## config.mk

```make
export PLATFORM = sky130hd
export DESIGN_NAME = pipeline_stall_controller
export DESIGN_NICKNAME = d
export VERILOG_FILES = /design/src/rtl/pipeline_stall_controller.sv
export SDC_FILE = /design/constraint.sdc
export NUM_CORES = 1
export LEC_CHECK = 0
export ABC_AREA = 1
export CORE_MARGIN = 1
export CORE_UTILIZATION = 53
export CTS_CLUSTER_DIAMETER = 200
export DETAILED_ROUTE_END_ITERATION = 8
export PLACE_DENSITY = 0.77
export SLEW_MARGIN = 20
export SYNTH_ARGS = -nofsm -noshare
export SYNTH_HDL_FRONTEND = slang
export SYNTH_SLANG_ARGS = --single-unit
export TNS_END_PERCENT = 20
```

## constraint.sdc

```tcl
create_clock -name clk -period 2.3 [get_ports clk]
set_input_delay 0.46 -clock clk [delete_from_list [all_inputs] [get_ports clk]]
set_output_delay 0.46 -clock clk [all_outputs]
set_load 0.1 [all_outputs]
```

## src/rtl/pipeline_stall_controller.sv

```systemverilog
// Stall/flush sequencer for the 5-stage pipeline: merges hazard, branch and
// multi-cycle memory handshake into per-stage freeze/flush/bubble controls.
module pipeline_stall_controller #(
    parameter int MEM_TIMEOUT = 64,
    parameter int CNT_W       = 16
) (
    input  logic             clk,
    input  logic             rst,
    input  logic             hazard_detected,
    input  logic             branch_taken,
    input  logic             mem_req,
    input  logic             mem_ready,
    output logic             mem_start,
    output logic             freeze_pc,
    output logic             freeze_if_id,
    output logic             flush_if_id,
    output logic             bubble_id_exe,
    output logic             freeze_all,
    output logic             mem_error,
    output logic [CNT_W-1:0] stall_cycles
);

    localparam int TO_W = (MEM_TIMEOUT > 2) ? $clog2(MEM_TIMEOUT) : 1;
    localparam logic [TO_W-1:0] TO_LAST = TO_W'(MEM_TIMEOUT - 1);

    typedef enum logic [1:0] {
        S_RUN     = 2'd0,
        S_WAIT    = 2'd1,
        S_RELEASE = 2'd2
    } state_t;

    state_t            state_q, state_d;
    logic [TO_W-1:0]   tcnt_q;
    logic [CNT_W-1:0]  cnt_q;
    logic              err_q;

    logic tcnt_clr, tcnt_inc, err_set, ctrl_en, hazard_stall, stall_inc;

    always_comb begin
        state_d       = state_q;
        tcnt_clr      = 1'b0;
        tcnt_inc      = 1'b0;
        err_set       = 1'b0;
        ctrl_en       = 1'b0;
        hazard_stall  = 1'b0;
        mem_start     = 1'b0;
        freeze_pc     = 1'b0;
        freeze_if_id  = 1'b0;
        flush_if_id   = 1'b0;
        bubble_id_exe = 1'b0;
        freeze_all    = 1'b0;
        if (rst) begin
            case (state_q)
                S_RUN: begin
                    if (mem_req) begin
                        mem_start  = 1'b1;
                        freeze_all = 1'b1;
                        tcnt_clr   = 1'b1;
                        state_d    = S_WAIT;
                    end else begin
                        ctrl_en = 1'b1;
                    end
                end
                S_WAIT: begin
                    // hazard/branch are re-presented after release, so ignore them here
                    freeze_all = 1'b1;
                    if (mem_ready) begin
                        state_d = S_RELEASE;
                    end else if (tcnt_q == TO_LAST) begin
                        err_set = 1'b1;
                        state_d = S_RELEASE;
                    end else begin
                        tcnt_inc = 1'b1;
                    end
                end
                S_RELEASE: begin
                    // mem_req still shows the retiring instruction; do not relaunch
                    ctrl_en = 1'b1;
                    state_d = S_RUN;
                end
                default: state_d = S_RUN;
            endcase

            if (ctrl_en) begin
                if (branch_taken) begin
                    flush_if_id   = 1'b1;
                    bubble_id_exe = 1'b1;
                end else if (hazard_detected) begin
                    freeze_pc     = 1'b1;
                    freeze_if_id  = 1'b1;
                    bubble_id_exe = 1'b1;
                    hazard_stall  = 1'b1;
                end
            end
        end
    end

    assign stall_inc    = freeze_all | hazard_stall;
    assign mem_error    = rst & err_q;
    assign stall_cycles = rst ? cnt_q : '0;

    always_ff @(posedge clk) begin
        if (!rst) begin
            state_q <= S_RUN;
            tcnt_q  <= '0;
            cnt_q   <= '0;
            err_q   <= 1'b0;
        end else begin
            state_q <= state_d;
            if (tcnt_clr)
                tcnt_q <= '0;
            else if (tcnt_inc)
                tcnt_q <= tcnt_q + TO_W'(1);
            if (err_set)
                err_q <= 1'b1;
            if (stall_inc && cnt_q != {CNT_W{1'b1}})
                cnt_q <= cnt_q + CNT_W'(1);
        end
    end

endmodule

```

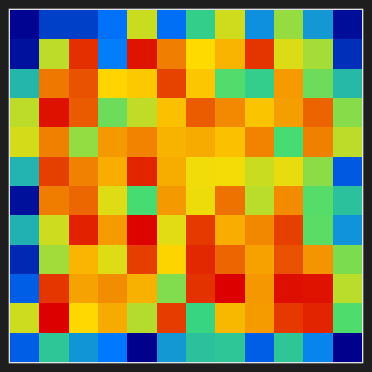
(local utilization)
(6 px per um) 12 x 12 tiles, from dark blue (low) to red (high), 0 to 100% covered.
fullest tile	100%
nearly empty tiles	2.1%
mean over tiles	66%
tiles over 75% full	49%
core footprint: 3050 sq um
Final Util: 75.8%
floorplan-stage core utilization: 55.7%

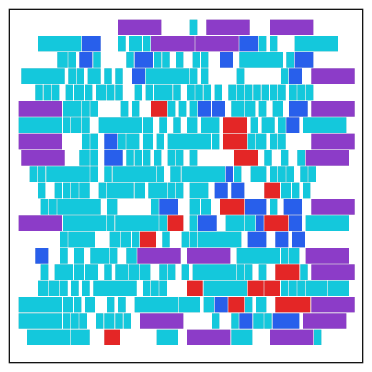
(drive-strength map)
(6 px per um)
colour	size	cells	share
purple	drive 6 and up	23	7.7%
cyan	drive 1 or less	230	77%
red	drive 3 to 4	16	5.4%
blue	drive 2	30	10%
Post-Layout Inst Area: 2310 sq um
Setup WS post-layout: 0.175 ns
area added between synthesis and finish: 36.1%
non-clock buffer count in the final layout: 34

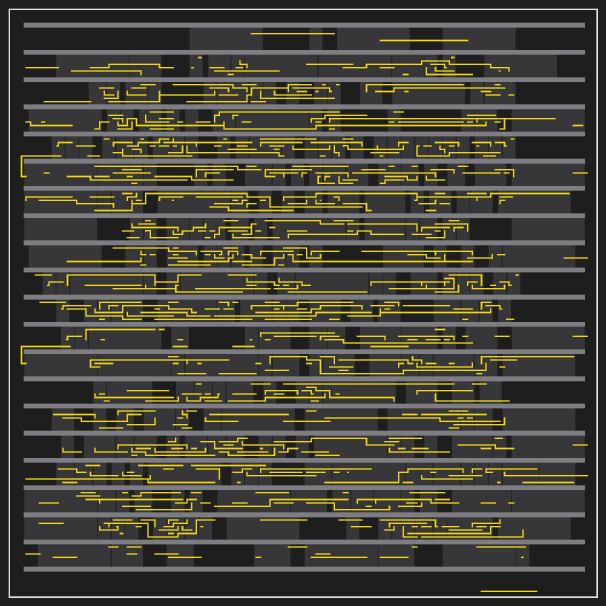
(the metal 1 layer)
(10 px per um) Supply wires on this layer in grey. Cells faint in the background.
wire length on this layer	1820 um
longest straight run	22.5 um
share of all routed wire	48%
main direction	horizontal
M1 GR Usage: 31.5%
number of vias in the routed layout: 1704
total wire length after detailed routing: 3810 um

==> results.txt <==
Implementation results. The run finished with clean final reports. The number of warnings reported in the stage logs is 27. Among all stages on the critical path, the maximum delay recorded is 0.55 ns.

Share of the synthesized area in the top cell type landed at 29.4%. After detailed placement, the total cell area comes to 2280 sq um. Worst slew margin relative to its limit landed at 80.5%. Violation tally from detailed-route iteration zero landed at 57.

Proportion of layout cells with a drive suffix above 1 landed at 23.1%. Highest clock frequency the design can meet landed at 0.471 GHz. Of the synthesized area, sequential elements account for 29.4%. Walking the worst path, the cells encountered are clkdlybuf4s50_1, inv_1, a211oi_2, buf_12.

Number of clock sinks landed at 25. On the reported timing paths, the clock transition at the registers reads 0.13 ns. The overall die size recorded for this design is 3440 sq um. Per the timing report, the biggest fanout along the worst path comes to 5. Number of nets at the end of the flow landed at 308.

Looking at the clock tree report, the root buffer type is sky130_fd_sc_hd__clkbuf_4. The worst path needs 2.13 ns of the cycle, external delays included. At floorplan, the net count of the design was reported as 276.

Final routed DRC violation total landed at 0. Yosys chip area landed at 1700 sq um. Initial antenna violation count landed at 0.

Insertion delay to the later sink of the worst-skew pair landed at 0.32 ns.
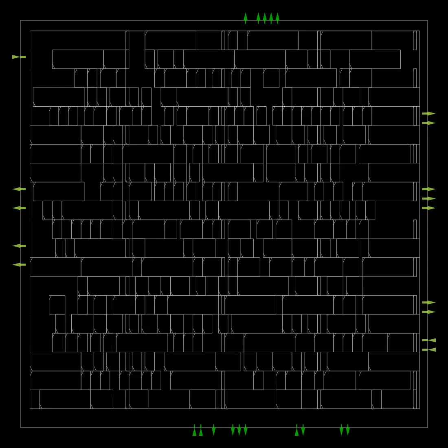
(cell placement)
tap cell count: 44
sequential cell area share: 21.6%

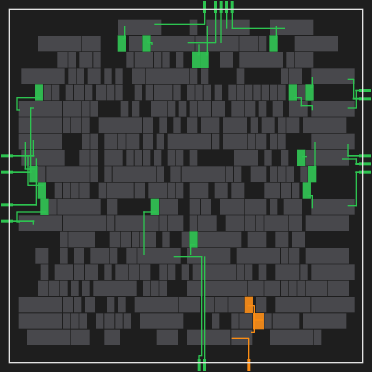
(wires at chosen ports, followed through buffers)
(6 px per um)
colour	port	direction	edge	end cells	buffers	wire
green	stall_cycles	output	5 right, 5 top, 4 left, 2 bottom	16	16	207 um
orange	mem_req	input	bottom	2	1	13.6 um

-- worst max-delay path: cells and delay by family --
kind                   cells  cell delay [ns]
AOI/OAI and AO/OA          1             0.29
buffers and inverters      3             0.91
-- routing by layer --
metal | vias to the layer above | track usage [%]
met1 | 775 | 31.5
met5 | - | 0
met3 | 4 | 1.98
met2 | 35 | 40.4
li1 | 890 | -
met4 | 0 | 10.9
-- where the power goes --
group | internal [mW] | switching (mW)
Combinational | 0.0718 | 0.147
Sequential | 0.442 | 0.0113
Clock | 0.0679 | 0.134
-- logic make-up after synthesis --
family	count (synthesis)
AOI/OAI and AO/OA	29
xor gates and xnor gates	9
adders and majority gates	2
buffers and inverters	49
DFF	25
and+or+nand+nor	154
-- path summary, 6_finish.rpt --
check        depth (start not counted)             to     start  slack (ns)
max reg2reg                          9      cnt_q[15]  cnt_q[0]        0.49
min                                  2          err_q     err_q        0.49
max                                  4  bubble_id_exe       rst        0.17
min reg2reg                          2          err_q     err_q        0.49
-- stage by stage --
step	util (%)	cells	total power [mW]	setup slack (ns)
6_report	75.8	343	0.874	0.175
4_1_cts	75.6	343	0.878	0.0972
2_1_floorplan	-	268	0.612	-0.116
3_3_place_gp	74.8	339	0.678	0.186
5_1_grt	75.8	343	0.910	0.124
3_5_place_dp	74.8	339	0.680	0.112
-- synth_stat cells (3+ instances only) --
library cell,count
sky130_fd_sc_hd__nand2_2,12
sky130_fd_sc_hd__nand2_1,78
sky130_fd_sc_hd__nand3_1,16
sky130_fd_sc_hd__dfxtp_1,25
sky130_fd_sc_hd__xnor2_1,4
sky130_fd_sc_hd__o21ai_0,7
sky130_fd_sc_hd__xor2_1,5
sky130_fd_sc_hd__inv_1,40
sky130_fd_sc_hd__nor2_4,3
sky130_fd_sc_hd__nor2_1,30
sky130_fd_sc_hd__a21oi_2,10
sky130_fd_sc_hd__nor3_1,3
sky130_fd_sc_hd__a21oi_1,10
sky130_fd_sc_hd__clkbuf_1,3
sky130_fd_sc_hd__nand4_1,7
-- state kept, by name, indices dropped and copies added (netlist names) --
register,count
err_q,1
cnt_q,16
tcnt_q,6
state_q,2
-- cell type report --
class / count / area [sq um] / area share, %
multi-input cells: 194 / 1020 / 44.0
repair buffers: 34 / 556 / 24.0
flip-flops and latches: 25 / 500 / 21.6
inverters: 42 / 158 / 6.81
well taps: 44 / 55.1 / 2.38
clock buffers: 4 / 26.3 / 1.14
Power figures rest on the tool's default switching activity, not on a simulated workload.
